[src/rtl/readpixel.sv]
// -----------------------------------------------------------------------------
// readpixel
//
// Receive-side decoder for a single-wire WS2812-style pixel stream. The line is
// synchronised to clk and each high pulse is measured in clock cycles. The
// first 24 bits of a frame (G, R, B, MSB first) are assembled into a pixel.
// All later bits in the same frame are passed through on d_out, as a physical
// pixel in a daisy chain would do. A low period of latch_cycles ends the frame.
//
// Parameters
//   clk_in_rate_hz     system clock rate (informational only; all thresholds
//                      are expressed in cycles)
//   min_high_cycles    high pulses shorter than this are glitches
//   one_thresh_cycles  high pulses at least this long decode as 1
//   latch_cycles       low time that ends a frame; also the stuck-high limit
//
// Ports
//   clk                       system clock, rising edge
//   rst_n                     asynchronous active-low reset
//   d_in                      serial pixel line (asynchronous to clk)
//   pixel_r/pixel_g/pixel_b   last decoded pixel, held until the next valid
//   valid                     one-cycle pulse when a new pixel is loaded
//   d_out                     pass-through of the bits after the first 24
//   busy                      a frame is in progress
//   latch                     one-cycle pulse on end-of-frame low time
//   error                     one-cycle pulse on glitch, stuck-high or
//                             partial pixel
// -----------------------------------------------------------------------------
module readpixel #(
    parameter int clk_in_rate_hz    = 12_000_000,
    parameter int min_high_cycles   = 2,
    parameter int one_thresh_cycles = 8,
    parameter int latch_cycles      = 600
) (
    input  logic       clk,
    input  logic       rst_n,
    input  logic       d_in,
    output logic [7:0] pixel_r,
    output logic [7:0] pixel_g,
    output logic [7:0] pixel_b,
    output logic       valid,
    output logic       d_out,
    output logic       busy,
    output logic       latch,
    output logic       error
);

    // Reject parameter sets where the thresholds cannot be ordered sensibly.
    if (clk_in_rate_hz <= 0 || min_high_cycles < 1 ||
        one_thresh_cycles <= min_high_cycles ||
        latch_cycles <= one_thresh_cycles) begin : g_bad_params
        $error("readpixel: inconsistent timing parameters");
    end

    localparam int CW = $clog2(latch_cycles + 1);
    localparam logic [CW-1:0] C_LATCH = CW'(latch_cycles);
    localparam logic [CW-1:0] C_MIN   = CW'(min_high_cycles);
    localparam logic [CW-1:0] C_ONE   = CW'(one_thresh_cycles);

    typedef enum logic [2:0] {
        ST_RESYNC  = 3'd0,
        ST_IDLE    = 3'd1,
        ST_HIGH    = 3'd2,
        ST_LOW     = 3'd3,
        ST_FORWARD = 3'd4
    } state_t;

    // Input synchroniser and edge-detect delay
    logic r_sync1;
    logic r_d_s;
    logic r_d_s_q;

    logic [CW-1:0] r_high_cnt;
    logic [CW-1:0] r_low_cnt;
    logic [4:0]    r_bit_cnt;
    logic [23:0]   r_shift;
    state_t        r_state;

    logic [7:0] r_pixel_r;
    logic [7:0] r_pixel_g;
    logic [7:0] r_pixel_b;
    logic       r_valid;
    logic       r_busy;
    logic       r_latch;
    logic       r_error;

    logic        w_rise;
    logic        w_fall;
    logic        w_bit;
    logic [23:0] w_shift_next;

    assign w_rise       = r_d_s & ~r_d_s_q;
    assign w_fall       = ~r_d_s & r_d_s_q;
    assign w_bit        = (r_high_cnt >= C_ONE);
    assign w_shift_next = {r_shift[22:0], w_bit};

    always_ff @(posedge clk or negedge rst_n) begin
        if (!rst_n) begin
            r_sync1 <= 1'b0;
            r_d_s   <= 1'b0;
            r_d_s_q <= 1'b0;
        end else begin
            r_sync1 <= d_in;
            r_d_s   <= r_sync1;
            r_d_s_q <= r_d_s;
        end
    end

    // Each counter holds the length of the current run of its level. The
    // register still holds the finished run length during the edge cycle,
    // which is when the FSM inspects it, and clears on the following edge.
    always_ff @(posedge clk or negedge rst_n) begin
        if (!rst_n) begin
            r_high_cnt <= '0;
            r_low_cnt  <= '0;
        end else begin
            if (w_fall) begin
                r_high_cnt <= '0;
            end else if (r_d_s && r_high_cnt != C_LATCH) begin
                r_high_cnt <= r_high_cnt + 1'b1;
            end

            if (w_rise) begin
                r_low_cnt <= '0;
            end else if (!r_d_s && r_low_cnt != C_LATCH) begin
                r_low_cnt <= r_low_cnt + 1'b1;
            end
        end
    end

    always_ff @(posedge clk or negedge rst_n) begin
        if (!rst_n) begin
            r_state   <= ST_RESYNC;
            r_bit_cnt <= '0;
            r_shift   <= '0;
            r_pixel_r <= '0;
            r_pixel_g <= '0;
            r_pixel_b <= '0;
            r_valid   <= 1'b0;
            r_busy    <= 1'b0;
            r_latch   <= 1'b0;
            r_error   <= 1'b0;
        end else begin
            r_valid <= 1'b0;
            r_latch <= 1'b0;
            r_error <= 1'b0;

            case (r_state)
                // Wait for a full latch period so decoding never starts
                // in the middle of someone else's frame.
                ST_RESYNC: begin
                    if (r_low_cnt == C_LATCH) begin
                        r_state <= ST_IDLE;
                    end
                end

                ST_IDLE: begin
                    if (w_rise) begin
                        r_state   <= ST_HIGH;
                        r_busy    <= 1'b1;
                        r_bit_cnt <= '0;
                    end
                end

                ST_HIGH: begin
                    // Stuck-high takes priority so a saturated count is never
                    // decoded as a data bit.
                    if (r_high_cnt == C_LATCH) begin
                        r_error <= 1'b1;
                        r_busy  <= 1'b0;
                        r_state <= ST_RESYNC;
                    end else if (w_fall) begin
                        if (r_high_cnt < C_MIN) begin
                            r_error <= 1'b1;
                            r_busy  <= 1'b0;
                            r_state <= ST_RESYNC;
                        end else begin
                            r_shift   <= w_shift_next;
                            r_bit_cnt <= r_bit_cnt + 1'b1;
                            if (r_bit_cnt == 5'd23) begin
                                r_pixel_g <= w_shift_next[23:16];
                                r_pixel_r <= w_shift_next[15:8];
                                r_pixel_b <= w_shift_next[7:0];
                                r_valid   <= 1'b1;
                                r_state   <= ST_FORWARD;
                            end else begin
                                r_state <= ST_LOW;
                            end
                        end
                    end
                end

                ST_LOW: begin
                    // Latch time reached before 24 bits: partial pixel.
                    if (r_low_cnt == C_LATCH) begin
                        r_latch <= 1'b1;
                        r_error <= 1'b1;
                        r_busy  <= 1'b0;
                        r_state <= ST_IDLE;
                    end else if (w_rise) begin
                        r_state <= ST_HIGH;
                    end
                end

                ST_FORWARD: begin
                    if (r_low_cnt == C_LATCH) begin
                        r_latch <= 1'b1;
                        r_busy  <= 1'b0;
                        r_state <= ST_IDLE;
                    end
                end

                default: begin
                    r_state <= ST_RESYNC;
                    r_busy  <= 1'b0;
                end
            endcase
        end
    end

    // Pass-through taps the synchronised line directly so downstream pixels
    // see the original pulse widths with only the synchroniser delay.
    assign d_out   = (r_state == ST_FORWARD) & r_d_s;

    assign pixel_r = r_pixel_r;
    assign pixel_g = r_pixel_g;
    assign pixel_b = r_pixel_b;
    assign valid   = r_valid;
    assign busy    = r_busy;
    assign latch   = r_latch;
    assign error   = r_error;

endmodule

[config.mk]
export PLATFORM = sky130hd
export DESIGN_NAME = readpixel
export DESIGN_NICKNAME = d
export VERILOG_FILES = /design/src/rtl/readpixel.sv
export SDC_FILE = /design/constraint.sdc
export NUM_CORES = 1
export LEC_CHECK = 0
export CAP_MARGIN = 20
export CORE_UTILIZATION = 49
export DETAILED_ROUTE_END_ITERATION = 6
export PLACE_DENSITY_LB_ADDON = 0.12
export RECOVER_POWER = 50
export SYNTH_ARGS = -nofsm -noshare
export SYNTH_HDL_FRONTEND = slang
export SYNTH_SLANG_ARGS = --single-unit
[constraint.sdc]
create_clock -name clk -period 7.1 [get_ports clk]
set_clock_uncertainty 0.15 [all_clocks]
set_input_delay 2.13 -clock clk [delete_from_list [all_inputs] [get_ports clk]]
set_output_delay 2.13 -clock clk [all_outputs]
set_load 0.03 [all_outputs]
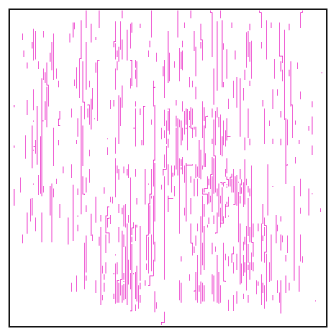
Figure 1: run 1, metal 2.
wire length on this layer: 2750 microns
main direction: vertical
post-detailed-routing wire length: 6.489 mm
met2 capacity usage during global routing: 0.2559

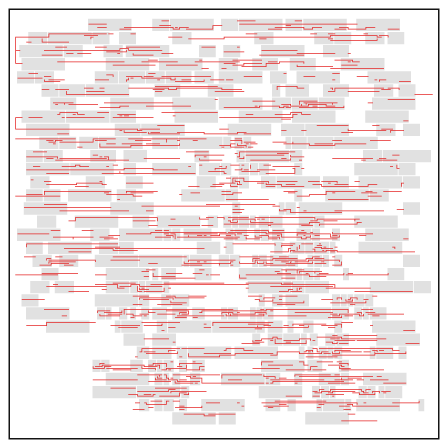
Figure 2: run 1, signal wires on met1.
Cells faint in the background.
nets with wire on the layer: 301
main direction: horizontal
longest straight run: 25.3 microns
wire length on this layer: 3310 microns
share of all routed wire: 51%
global routing usage on met1: 0.2648
count of vias placed by the detailed router: 2352

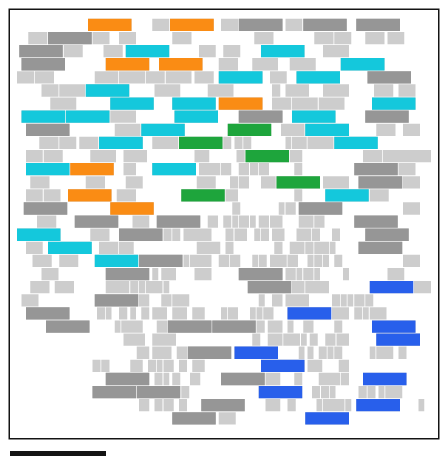
Figure 3: run 1, sequential cells grouped by signal name.
The bar under the picture is 20 microns long.
[green] r_bit_cnt | placed flops: 5
[blue] r_low_cnt | placed flops: 10 | where: south-east
[orange] pixel_r | placed flops: 8
[cyan] r_shift | placed flops: 23
Flop+latch power: 0.000500 W
sequential fraction of total cell area: 0.4826

==> Slide: Implementation Results, run 1 <==
Run Summary

Global routing
  • Sum of overflow across all layers after global routing: 0
  • Global-route wire length before repair: 10.82 mm

Status
  • Result of the run: finished, final reports clean

Synth
  • Most instantiated flip-flop cell in the synthesis netlist: sky130_fd_sc_hd__dfrtp_1
  • Net count entering floorplan: 305
  • Cell taking the most area after synthesis: sky130_fd_sc_hd__dfrtp_1
  • Area share of and-or/or-and cells after synthesis: 0.08071
  • Adder and majority cell fraction of the synthesized area: 0.01695
  • Dominant cells by area after synthesis: sky130_fd_sc_hd__dfrtp_1 (56%), sky130_fd_sc_hd__mux2_2 (9.2%), sky130_fd_sc_hd__mux2_4 (7.3%)
  • Post-synthesis share of cell area spent on and, or, nand and nor gates: 0.1295

Timing
  • Hold Fails Final Rpt: 0
  • Relative slew margins: 0.3981
  • Setup repair after global routing missed its margin: no
  • Tcrit/Tclk final: 0.6106

Floorplanning
  • Placeable core area: 7253 sq um

Flow run
  • Max capacitance violation total: 0

CTS
  • Reg clk slew, reported paths: 0.09 ns
  • Number of clock sinks: 82
  • Postcts setup bufs: 0

Detailed routing
  • Antenna Violating Nets Remaining: 0
  • Number of iterations in the first detailed-routing pass: 4
  • Wire length per cell after detailed routing: 14.92 microns

Critical path
  • Cell class contributing the biggest share of worst-path delay: buffers and inverters
  • Setup slack on the worst flop-to-flop path: 4.25 ns
  • Worst-path maximum fanout: 17
  • Worst setup path endpoint: d_out

Layout
  • Final design utilization: 0.5862

Worst hold path
  • Hold Path Class: reg2reg
  • Hold Crit Endpoint: r_d_s$_DFF_PN0_

Power and ir drop
  • Top power group: sequential cells

Placed design
  • Total half-perimeter wirelength after legalization and detailed placement: 4.121 mm
-- run 1: per-layer routing --
layer | global-route usage | routed length, microns
met4 | 0.09531 | 136
met1 | 0.2648 | 3309
met2 | 0.2559 | 2745
met3 | 0.04664 | 298
met5 | 0 | 0
-- run 1: kinds of logic after synthesis --
logic type | after synthesis
DFF | 82
muxes | 54
buffers and inverters | 18
xor gates and xnor gates | 3
AOI/OAI and AO/OA | 46
adders and majority gates | 5
and+or+nand+nor | 89
-- run 1: layout make-up --
class                      instances  area, sq um
inverter                           8        30.03
clock buffer                       9        123.9
fill                             623         3002
timing repair buffer              33        339.1
tap                               99        123.9
sequential                        82         2052
multi-input combinational        197         1524
clock inverter                     7        58.81
==> run 2, diff against run 1 <==
clock period = 4.17 ns   (was 7.1 ns; I/O delays follow)
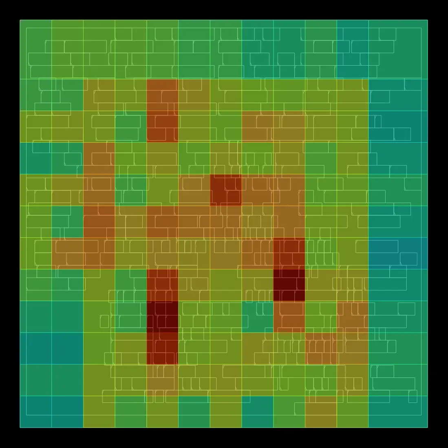
Figure 4: run 2, routing congestion.
most used routing layer in global routing: met1
final design utilization: 0.5856

==> Slide: Implementation Results, run 2 <==
Run Summary

Detailed routing
  • Count of vias placed by the detailed router: 2389
  • DRT met1 WL: 3.281 mm
  • DR WL met2: 2.683 mm
  • Post-detailed-routing wire length: 6.425 mm
  • Uppermost metal layer occupied by signal nets: met4
  • Sum of met3 wire segment lengths after detailed routing: 344 microns
  • Antenna Violating Nets Remaining: 0
  • Wire length per cell after detailed routing: 14.74 microns

Timing
  • Relative slew margins: -0.08704
  • Setup repair after global routing missed its margin: no
  • Final count of pins violating max slew: 68

Power and ir drop
  • Flop+latch power: 0.000851 W
  • Top power group: sequential cells

Layout
  • Cell class ranked first by area: sequential cells
  • Comb area share: 0.3608
  • Number of flip-flops and latches: 82
  • #MultiIn Comb: 197
  • Total area of sequential cells: 2052 sq um
  • Portion of the layout cell area used by clock cells: 0.04448
  • Logic area: 1533 sq um
  • Non-clock buffer area fraction after layout: 0.07541
  • Filler cell count: 624
  • Non-Clock Inverter Count: 8
  • Clock buffer count: 10

Status
  • Result of the run: finished, violations left
  • Violations in the final reports: capacitance limit, slew limit

Global routing
  • Global-route wire length before repair: 11.18 mm

Flow run
  • Max capacitance violation total: 1

Synth
  • Most instantiated flip-flop cell in the synthesis netlist: sky130_fd_sc_hd__dfrtp_1
  • Cell taking the most area after synthesis: sky130_fd_sc_hd__dfrtp_1
  • Dominant cells by area after synthesis: sky130_fd_sc_hd__dfrtp_1 (56%), sky130_fd_sc_hd__mux2_2 (9.2%), sky130_fd_sc_hd__mux2_4 (7.3%)
  • Net count entering floorplan: 305

Critical path
  • Worst-path maximum fanout: 17
  • Worst setup path endpoint: d_out
  • Setup slack on the worst flop-to-flop path: 1.60 ns
  • Cell class contributing the biggest share of worst-path delay: buffers and inverters
  • Source of the critical timing path: r_d_s$_DFF_PN0_

Floorplanning
  • Placeable core area: 7253 sq um
  • Number of tap instances: 99

CTS
  • Number of clock sinks: 82
  • Postcts setup bufs: 0
  • Reg clk slew, reported paths: 0.09 ns

Placed design
  • Total half-perimeter wirelength after legalization and detailed placement: 4.170 mm

Worst hold path
  • Hold Crit Endpoint: r_d_s$_DFF_PN0_
==> run 2: cell counts after synthesis <==
No cell type changed its count.
==> run 2: cells by family after synthesis <==
group	after synthesis	synth area share
simple gates	89	0.1295
flops	82	0.5561
mux	54	0.1811
compound gates	46	0.08071
buf+inv	18	0.02848
fa+ha+maj	5	0.01695
xor+xnor	3	0.007122
==> run 2: routing by layer <==
| metal | vias up | global-route usage |
|---|---|---|
| li1 | 1154 | - |
| met5 | - | 0 |
| met2 | 60 | 0.2573 |
| met4 | 0 | 0.09091 |
| met3 | 10 | 0.04384 |
| met1 | 1165 | 0.2772 |
==> run 3, diff against run 2 <==
clock period = 3.6 ns   (was 4.17 ns; I/O delays follow)
==> Slide: Implementation Results, run 3 <==
Run Summary

CTS
  • Number of clock sinks: 82
  • Reg clk slew, reported paths: 0.08 ns
  • Postcts setup bufs: 0

Layout
  • Count of non-CTS buffers in the layout: 34
  • Non-clock buffer area fraction after layout: 0.07958
  • Portion of the layout cell area used by clock cells: 0.05257
  • #MultiIn Comb: 197
  • Non-Clock Inverter Count: 8
  • Cell class ranked first by area: sequential cells
  • Logic area: 1533 sq um
  • Comb area share: 0.3558
  • Number of flip-flops and latches: 82

Detailed routing
  • Antenna Violating Nets Remaining: 0
  • Post-detailed-routing wire length: 6.541 mm
  • Number of iterations in the first detailed-routing pass: 4

Flow run
  • Max capacitance violation total: 1

Floorplanning
  • Number of tap instances: 99
  • Placeable core area: 7253 sq um

Worst hold path
  • Hold Path Class: reg2reg

Critical path
  • Worst-path maximum fanout: 7
  • Source of the critical timing path: r_state[1]$_DFFE_PN0P_
  • Setup slack on the worst flop-to-flop path: 1.03 ns

Timing
  • Relative slew margins: -0.3400
  • Setup repair after global routing missed its margin: no
  • Tcrit/Tclk final: 0.8717
  • Final count of pins violating max slew: 36

Power and ir drop
  • Top power group: sequential cells
  • Flop+latch power: 0.000983 W

Synth
  • Net count entering floorplan: 305
  • Dominant cells by area after synthesis: sky130_fd_sc_hd__dfrtp_1 (56%), sky130_fd_sc_hd__mux2_2 (9.2%), sky130_fd_sc_hd__mux2_4 (7.3%)

Placed design
  • Total half-perimeter wirelength after legalization and detailed placement: 4.204 mm

Global routing
  • Global-route wire length before repair: 11.27 mm
  • Sum of overflow across all layers after global routing: 0

Status
  • Violations in the final reports: capacitance limit, slew limit
  • Result of the run: finished, violations left
run 3: cell counts after synthesis:
Identical to the previous run, type by type.
run 3: logic make-up (layout without fill, tap and decap cells):
kind of cell,count (synthesis),in the layout,synth area share
AND/OR/NAND/NOR,89,89,0.1295
flip-flops,82,82,0.5561
multiplexers,54,54,0.1811
AND-OR/OR-AND,46,46,0.08071
buffers and inverters,18,58,0.02848
adder cells (fa/ha/maj),5,5,0.01695
XOR/XNOR,3,3,0.007122
run 3: layer usage:
metal	vias to the layer above	track usage	share of wire
met2	66	0.2636	0.43
met3	8	0.04291	0.054
li1	1143	-	-
met5	-	0	0
met4	0	0.1070	0.017
met1	1173	0.2780	0.50
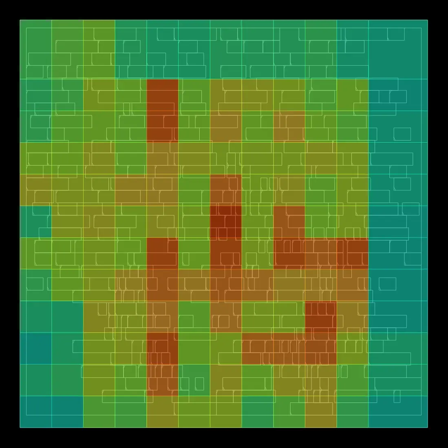
Figure 5: run 3, routing congestion.
global routing usage on met1: 0.2780
wire length per cell after detailed routing: 15.00 microns
met2 capacity usage during global routing: 0.2636
final design utilization: 0.5939
met3 global-route usage: 0.04291


## Gallery

Met3 routing.
Cells faint in the background.
image #1
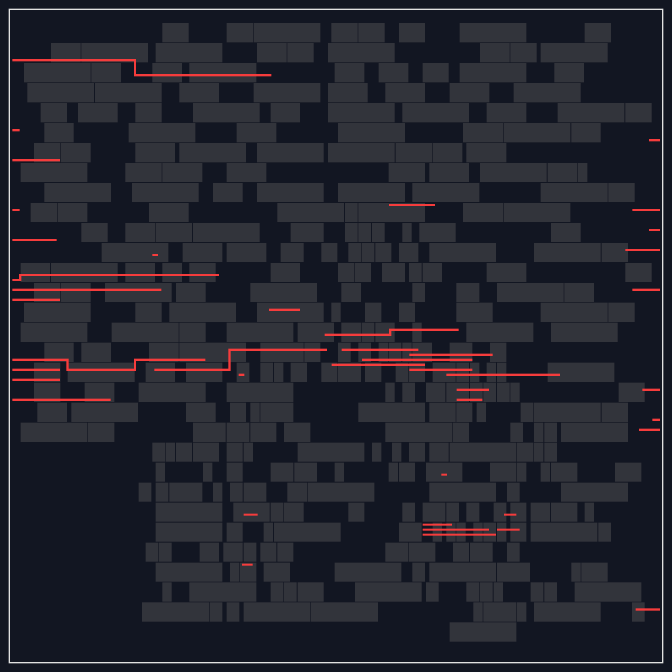
image #2
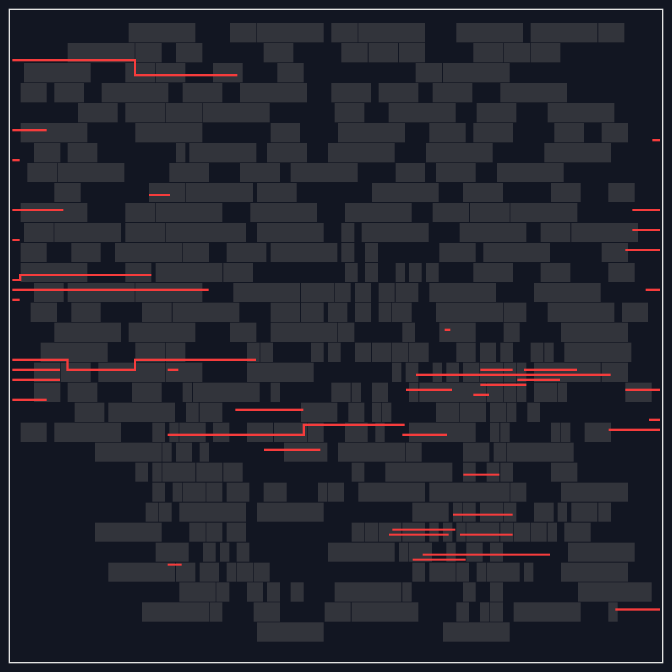
Image #1 is run 2.
Image #2 is run 3.

Key to image #2:
nets with wire on the layer: 35
share of all routed wire: 5.4%
wire length on this layer: 353 microns

No activity file was given, so power comes from the tool's default toggle rates.
